$ cat src/rtl/loader_pkg.sv
// Shared definitions for the RAM loader: FSM state encoding, ioctl field
// widths and the running-checksum helper.
package loader_pkg;

  // Widths of the ioctl download interface fields.
  localparam int IDX_W    = 8;
  localparam int IOADDR_W = 25;
  localparam int BYTE_W   = 8;

  // Loader operating states.
  typedef enum logic [1:0] {
    ST_IDLE  = 2'd0,
    ST_CLEAR = 2'd1,
    ST_LOAD  = 2'd2
  } state_e;

  // Modulo-256 running sum of bytes written during a load.
  function automatic logic [BYTE_W-1:0] csum_add(
    input logic [BYTE_W-1:0] sum,
    input logic [BYTE_W-1:0] data
  );
    return sum + data;
  endfunction

endpackage

$ cat src/rtl/ram_loader.sv
// RAM loader: zero-fills a RAM on request and copies ioctl download bytes
// into it. Writes appear on we/waddr/wdata one cycle after the ioctl strobe.
// A download aimed at this loader always pre-empts a zero-fill; the
// interrupted fill is re-queued and restarts from address 0 afterwards.
module ram_loader
  import loader_pkg::*;
#(
  parameter int          ADDR_WIDTH = 16,
  parameter int          DATA_WIDTH = 8,
  parameter int unsigned BASE_ADDR  = 0,
  parameter int unsigned INDEX      = 0
) (
  input  logic                  clk,
  input  logic                  reset_n,
  input  logic                  clear_req,
  input  logic                  ioctl_download,
  input  logic [IDX_W-1:0]      ioctl_index,
  input  logic                  ioctl_wr,
  input  logic [IOADDR_W-1:0]   ioctl_addr,
  input  logic [BYTE_W-1:0]     ioctl_dout,
  output logic                  we,
  output logic [ADDR_WIDTH-1:0] waddr,
  output logic [DATA_WIDTH-1:0] wdata,
  output logic                  busy,
  output logic                  done,
  output logic                  loaded,
  output logic [BYTE_W-1:0]     csum
);

  // One extra bit so the subtraction of the base address can show a borrow.
  localparam int                    OFF_W     = IOADDR_W + 1;
  localparam logic [OFF_W-1:0]      BASE_EXT  = OFF_W'(BASE_ADDR);
  localparam logic [IDX_W-1:0]      INDEX_V   = IDX_W'(INDEX);
  localparam logic [ADDR_WIDTH-1:0] ADDR_LAST = {ADDR_WIDTH{1'b1}};
  localparam logic [ADDR_WIDTH-1:0] ADDR_ONE  = ADDR_WIDTH'(1'b1);

  state_e                  state_q, state_d;
  logic                    clear_pending_q, clear_pending_d;
  logic                    we_q, we_d;
  logic [ADDR_WIDTH-1:0]   waddr_q, waddr_d;
  logic [DATA_WIDTH-1:0]   wdata_q, wdata_d;
  logic                    busy_q, busy_d;
  logic                    done_q, done_d;
  logic                    loaded_q, loaded_d;
  logic [BYTE_W-1:0]       csum_q, csum_d;

  logic                    active_s;
  logic [OFF_W-1:0]        addr_ext_s;
  logic [OFF_W-1:0]        offset_s;
  logic                    in_range_s;
  logic                    strobe_ok_s;

  // Decode whether the current download targets this loader and whether the
  // strobed byte address falls inside the RAM window.
  always_comb begin
    active_s    = ioctl_download && (ioctl_index == INDEX_V);
    addr_ext_s  = {1'b0, ioctl_addr};
    offset_s    = addr_ext_s - BASE_EXT;
    in_range_s  = (addr_ext_s >= BASE_EXT) &&
                  ((offset_s >> ADDR_WIDTH) == {OFF_W{1'b0}});
    strobe_ok_s = ioctl_wr && active_s && in_range_s;
  end

  // Next-state and next-output logic for the IDLE / CLEAR / LOAD sequencer.
  always_comb begin
    state_d         = state_q;
    clear_pending_d = clear_pending_q | clear_req;
    we_d            = 1'b0;
    waddr_d         = waddr_q;
    wdata_d         = wdata_q;
    done_d          = 1'b0;
    loaded_d        = loaded_q;
    csum_d          = csum_q;

    case (state_q)
      ST_IDLE: begin
        if (active_s) begin
          state_d = ST_LOAD;
          csum_d  = {BYTE_W{1'b0}};
        end else if (clear_pending_q) begin
          // Entering CLEAR consumes the request; a fresh pulse this very
          // cycle stays queued for another full fill.
          state_d         = ST_CLEAR;
          clear_pending_d = clear_req;
          we_d            = 1'b1;
          waddr_d         = {ADDR_WIDTH{1'b0}};
          wdata_d         = {DATA_WIDTH{1'b0}};
        end else begin
          state_d = ST_IDLE;
        end
      end

      ST_CLEAR: begin
        if (active_s) begin
          // Download wins: stop filling now and re-queue the whole fill.
          state_d         = ST_LOAD;
          clear_pending_d = 1'b1;
          csum_d          = {BYTE_W{1'b0}};
        end else if (waddr_q == ADDR_LAST) begin
          state_d = ST_IDLE;
        end else begin
          we_d    = 1'b1;
          waddr_d = waddr_q + ADDR_ONE;
          wdata_d = {DATA_WIDTH{1'b0}};
        end
      end

      ST_LOAD: begin
        if (!active_s) begin
          state_d  = ST_IDLE;
          done_d   = 1'b1;
          loaded_d = 1'b1;
        end else if (strobe_ok_s) begin
          we_d    = 1'b1;
          waddr_d = offset_s[ADDR_WIDTH-1:0];
          wdata_d = DATA_WIDTH'(ioctl_dout);
          csum_d  = csum_add(csum_q, ioctl_dout);
        end else begin
          we_d = 1'b0;
        end
      end

      default: begin
        state_d = ST_IDLE;
      end
    endcase

    busy_d = (state_d != ST_IDLE);
  end

  // State and output registers; reset abandons any fill or load in progress.
  always_ff @(posedge clk or negedge reset_n) begin
    if (!reset_n) begin
      state_q         <= ST_IDLE;
      clear_pending_q <= 1'b0;
      we_q            <= 1'b0;
      waddr_q         <= {ADDR_WIDTH{1'b0}};
      wdata_q         <= {DATA_WIDTH{1'b0}};
      busy_q          <= 1'b0;
      done_q          <= 1'b0;
      loaded_q        <= 1'b0;
      csum_q          <= {BYTE_W{1'b0}};
    end else begin
      state_q         <= state_d;
      clear_pending_q <= clear_pending_d;
      we_q            <= we_d;
      waddr_q         <= waddr_d;
      wdata_q         <= wdata_d;
      busy_q          <= busy_d;
      done_q          <= done_d;
      loaded_q        <= loaded_d;
      csum_q          <= csum_d;
    end
  end

  assign we     = we_q;
  assign waddr  = waddr_q;
  assign wdata  = wdata_q;
  assign busy   = busy_q;
  assign done   = done_q;
  assign loaded = loaded_q;
  assign csum   = csum_q;

endmodule

$ cat config.mk
export PLATFORM = sky130hd
export DESIGN_NAME = ram_loader
export DESIGN_NICKNAME = d
export VERILOG_FILES = /design/src/rtl/loader_pkg.sv /design/src/rtl/ram_loader.sv
export SDC_FILE = /design/constraint.sdc
export NUM_CORES = 1
export LEC_CHECK = 0
export ABC_AREA = 1
export ABC_CLOCK_PERIOD_IN_PS = 1800
export CAP_MARGIN = 20
export CORE_MARGIN = 5
export CORE_UTILIZATION = 40
export CTS_CLUSTER_DIAMETER = 40
export DETAILED_ROUTE_END_ITERATION = 12
export PLACE_DENSITY_LB_ADDON = 0.3
export SYNTH_ARGS = -nofsm -noshare
export SYNTH_HDL_FRONTEND = slang
export SYNTH_SLANG_ARGS = --single-unit
$ cat constraint.sdc
create_clock -name clk -period 1.8 [get_ports clk]
set_clock_uncertainty 0.1 [all_clocks]
set_input_delay 0.36 -clock clk [delete_from_list [all_inputs] [get_ports clk]]
set_output_delay 0.36 -clock clk [all_outputs]
set_load 0.02 [all_outputs]
Figure 1. Zoomed window (run 1).
Window x 32 to 62, y 50 to 80 um. Cells in grey, sequential cells in the stronger grey; small squares are vias.
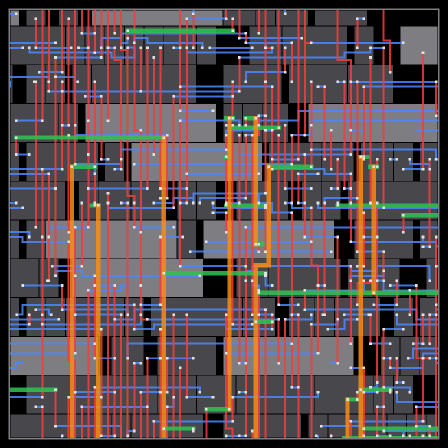
Key: green = metal 3; blue = metal 1; red = metal 2; orange = metal 4
Sequential cells in the window: 8. Netlist names of flops here include `wdata` (5), `waddr` (2). 92 logic cells have their middle in the window. Most frequent: nand2_1 (27), inv_1 (11), nand2_2 (11).

Figure 2. The metal 1 layer (run 1).
Scale: 4 px per um. Supply wires on this layer in grey.
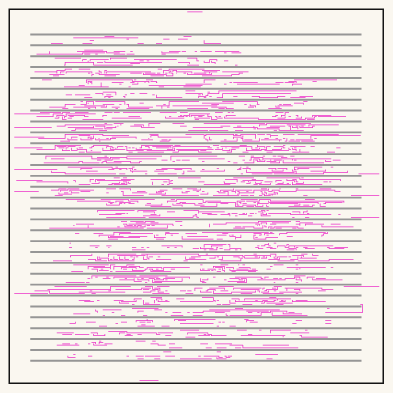
The layer holds 39% of the routed length. 566 nets have wire on it.
Vias: 3277
routed wire length: 9580 um

==> results.yml, run 1 <==
# yosys + openroad results
grt:
  first_global_vias: 3195
  top_usage_layer: "met2"
worst_setup_path:
  crit_type: "reg -> reg"
  cp.arrival_ns: 1.98
  critPathMaxFanout: 6
power:
  p_sw_mw: 1.52
  ir_drop_mv: 0.645
sta:
  setup_violations: 13
  max_slew_margin_pct: 70.3
  rsz0062_at_grt: "yes"
  hold_viol: 0
  setup_ws_ns: -0.0413
  tightest_slew_ns: 0.445
run_status:
  outcome: "complete, but fails checks"
  failed_checks: "negative setup slack"
synthesis:
  simple_gate_share_pct: 40.1
  edf_count: 0
min_path:
  worst_hold_path.num_cells: 1
placed_design:
  placed_cells: 610
routing:
  drtIter0Drc: 158
run:
  log.warning_count: 30
Figure 3. Gate families picked out (run 1).
Scale: 4 px per um.
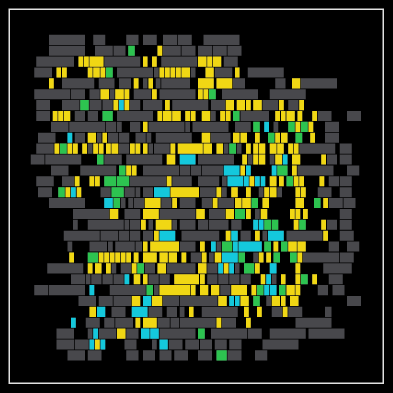
Key: yellow = NAND gates [cells 214]; green = inverting AOI/OAI gates [cells 44]; cyan = NOR gates [cells 44]
Top cell excl fill/tap: nand2_1
Final Non-Filler Cells: 639

## run 1: timing repair
action | in CTS | in global routing
pin swaps | 15 | 56
resized | 48 | 93
hold buffers | 1 | 0
setup endpoints to repair | 49 | 37
buffers inserted | 7 | 12
hold endpoints to repair | 16 | 0
cloned | 2 | 0
## run 1: how the worst min path moves through the flow
stage               slack (ns)     start       end
finish                    0.39    loaded    loaded
global placement          0.23   reset_n  waddr[4]
global route              0.41  wdata[1]  wdata[1]
floorplan                -0.04   reset_n      busy
detailed placement        0.23   reset_n  waddr[4]
CTS                       0.39    loaded    loaded
## run 1: cell type report
type,instances,area (um2)
Clock buffer,7,76.3
Fill cell,516,2100
Clock inverter,1,5.00
Sequential cell,39,980
Timing Repair Buffer,148,1430
Inverter,43,165
Tap cell,80,100
Multi-Input combinational cell,321,1900
## Run 2: what changed since run 1
- GPL_ROUTABILITY_DRIVEN: unset -> 0
Figure 4. Gate families picked out (run 2).
Scale: 4 px per um.
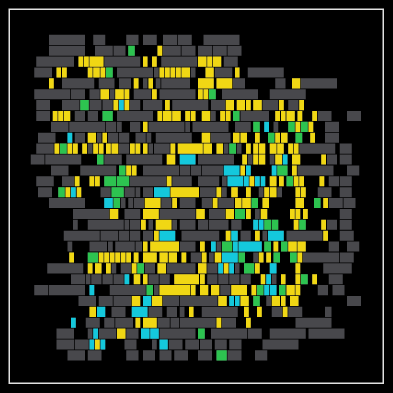
Key: green = inverting AOI/OAI gates [cells 44]; cyan = NOR gates [cells 44]; yellow = NAND gates [cells 214]

==> run 2 against run 1 <==
Final area unchanged. Combinational power hardly changed. Non-clock buffer count unchanged. Clock power is essentially flat. The flow still finishes with violations (negative setup slack). First-iteration DRC count did not move. Critical endpoint unchanged. Largest cell class unchanged. Count of clock-buffer cells in the layout unchanged.
==> results.yml, run 2 <==
# yosys + openroad results
synthesis:
  ys_sh_aoi_pct: 9.46
  edf_count: 0
clocking:
  cts_setup_buffers: 7
  cts_made_buffers: 5
  cts_resized: 48
  htreeDepth: 2
grt:
  use_met3_pct: 3.94
  first_global_vias: 3195
  top_usage_layer: "met2"
worst_setup_path:
  crit_type: "reg -> reg"
  cp.arrival_ns: 1.98
  critPathMaxFanout: 6
routing:
  drtIter0Drc: 158
sta:
  tightest_slew_ns: 0.445
  rsz0062_at_grt: "yes"
  setup_violations: 13
  max_slew_margin_pct: 70.3
  setup_ws_ns: -0.0413
final_layout:
  largest_reg_flops: 16
run_status:
  outcome: "complete, but fails checks"
  failed_checks: "negative setup slack"
min_path:
  worst_hold_path.num_cells: 1
  min_to: "loaded"
  hold_path.startpoint: "loaded"
run:
  log.warning_count: 30
power:
  ir_drop_mv: 0.645
  p_sw_mw: 1.52
Figure 5. Routing congestion map (run 2).
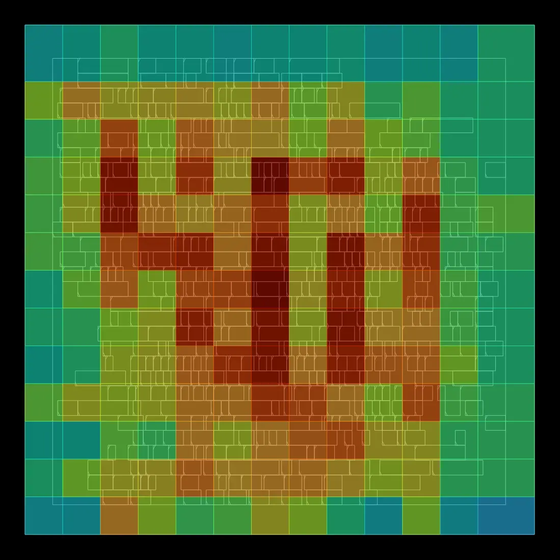
met1 Use GR: 24.1%
routed wire length per instance: 15.0 um
GR Util met2: 38.1%
Util after Layout: 69.0%

## run 2: cell counts in the layout (fill, tap and decap cells not counted)
No cell type changed its count.
## run 2: through the flow
stage          std cells  setup TNS [ns]  hold slack [ns]  utilization, %  instance area [um2]
4_1_cts              628               0            0.387            62.5                 4220
2_1_floorplan        412               0          -0.0356               -                 2770
6_report             639          -0.148            0.387            69.0                 4660
3_5_place_dp         610          -15.88            0.233            59.0                 3990
5_1_grt              639           -1.28            0.415            69.0                 4660
3_3_place_gp         610          -12.13            0.231            59.0                 3990
## run 2: final cells by class
type | instances | area, um2
Fill cell | 516 | 2100
Multi-Input combinational cell | 321 | 1900
Timing Repair Buffer | 148 | 1430
Sequential cell | 39 | 980
Inverter | 43 | 165
Tap cell | 80 | 100
Clock buffer | 7 | 76.3
Clock inverter | 1 | 5.00
Figure 6. The metal 1 layer (run 2).
Scale: 4 px per um. Supply wires on this layer in grey.
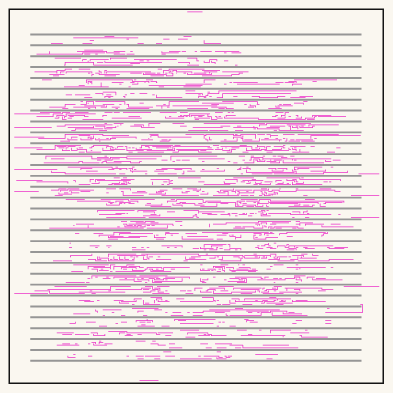

## Run 3: what changed since run 2
--- a/config.mk
+++ b/config.mk
@@ -7,5 +7,5 @@
 export LEC_CHECK = 0
 export ABC_AREA = 1
-export ABC_CLOCK_PERIOD_IN_PS = 1800
+export ABC_CLOCK_PERIOD_IN_PS = 1600
 export CAP_MARGIN = 20
 export CORE_MARGIN = 5
==> constraint.sdc (replaced) <==
create_clock -name clk -period 1.6 [get_ports clk]
set_clock_uncertainty 0.1 [all_clocks]
set_input_delay 0.24 -clock clk [delete_from_list [all_inputs] [get_ports clk]]
set_output_delay 0.24 -clock clk [all_outputs]
set_load 0.02 [all_outputs]
Figure 7. The metal 1 layer (run 3).
Scale: 4 px per um. Supply wires on this layer in grey.
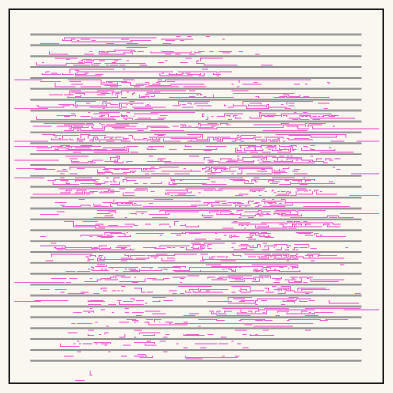
The layer holds 39% of the routed length. 589 nets have wire on it. The wires run mostly horizontal. The layer carries 3980 um of wire. The longest straight run is 36.3 um.

Figure 8. Zoomed window (run 3).
Window x 32 to 62, y 50 to 80 um. Cells in grey, sequential cells in the stronger grey; small squares are vias.
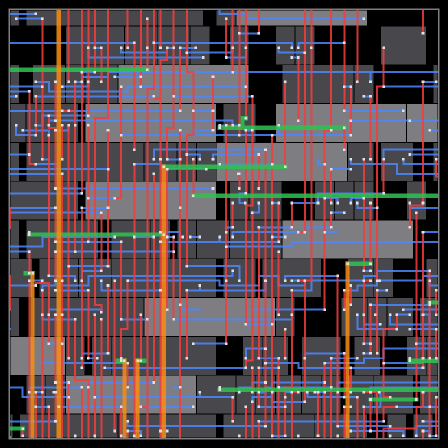
Key: blue = metal 1; red = metal 2; orange = metal 4; green = metal 3
Sequential cells in the window: 8. 85 logic cells have their middle in the window. Most frequent: nand2_1 (27), nand2_2 (12), dfrtp_1 (8). Netlist names of flops here include `wdata` (7), `waddr` (1).

==> run 3 against run 2 <==
The flow still finishes with violations (negative setup slack). Utilization grew 2.1 points. Fmax grew 1.0%. Count of clock-buffer cells in the layout is the same. Final cell count grew 3.4%. Hold slack lost 0.066 ns. Power grew 13%. Sequential power grew about 10%. Flip-flop count is the same. Clock power grew about 30%. First-iteration DRC count is the same. Via count grew 2.6%. Highest routed layer unchanged.
==> results.yml, run 3 <==
# yosys + openroad results
run_status:
  outcome: "complete, but fails checks"
  failed_checks: "negative setup slack"
final_layout:
  flops: 39
  multi_input_comb_cells: 323
  n_clock_buffer: 7
  largest_reg_flops: 16
  largest_class: "logic gates"
  mi_logic_area_mm2: 0.00191
  utilization_pct: 71.1
  buffers: 168
  register_area_um2: 982
  clock_area_share_pct: 2.16
  inverters_excl_clock: 43
  layout.nonclk_buf_share_pct: 32.0
  fillCellCount: 510
clocking:
  cts_made_buffers: 5
  htreeDepth: 2
synthesis:
  ys_sh_aoi_pct: 9.46
grt:
  first_global_vias: 3248
  grtUsageMet1_pct: 25.1
  top_usage_layer: "met2"
routing:
  drtIter0Drc: 158
  wl_per_cell_um: 15.4
sta:
  max_slew_margin_pct: 79.7
  rsz0062_at_grt: "yes"
  setup_violations: 34
  setup_ws_ns: -0.223
  tightest_slew_ns: 0.303
power:
  p_sw_mw: 1.71
  ir_drop_mv: 0.652
placed_design:
  dpl-instance-area_mm2: 0.00414
worst_setup_path:
  critPathMaxFanout: 8
  cp.arrival_ns: 1.97
floorplan:
  nWellTaps: 80
## run 3: cell counts after synthesis
No cell type changed its count.
## run 3: timing repair
item / 4_1_cts / 5_1_grt
setup endpoints to repair: 67 / 41
hold buffers: 1 / 0
resized: 87 / 46
pin swaps: 36 / 36
hold endpoints to repair: 39 / 0
gates cloned: 3 / 1
setup buffers: 16 / 10
## run 3: worst max-delay path by stage
stage | startpoint | end | slack (ns) | cells after the start
detailed placement | ioctl_dout[0] | csum[6] | -0.48 | 8
global route | state_q[0] | waddr[6] | -0.26 | 10
global placement | ioctl_dout[0] | csum[6] | -0.45 | 8
floorplan | csum[0] | csum[6] | -0.14 | 7
finish | state_q[0] | waddr[10] | -0.22 | 10
CTS | csum[0] | csum[4] | -0.10 | 8

==> gallery <==
Signal wires by layer.
Scale: 4 px per um. Two of the layers only.
(a)
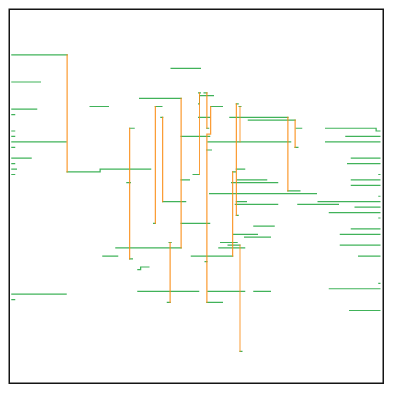
(b)
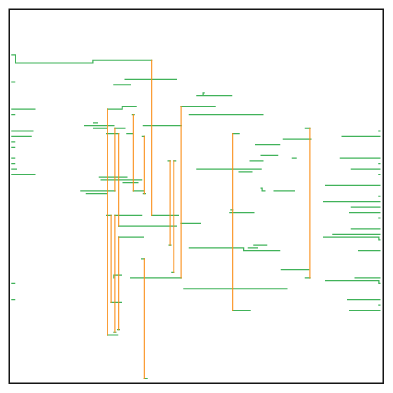
run 3 -> (b)
run 2 -> (a)

Key to (a):
Key: orange = metal 4 [wire length 353 um]; green = metal 3 [wire length 528 um]

No activity file was given, so power comes from the tool's default toggle rates.
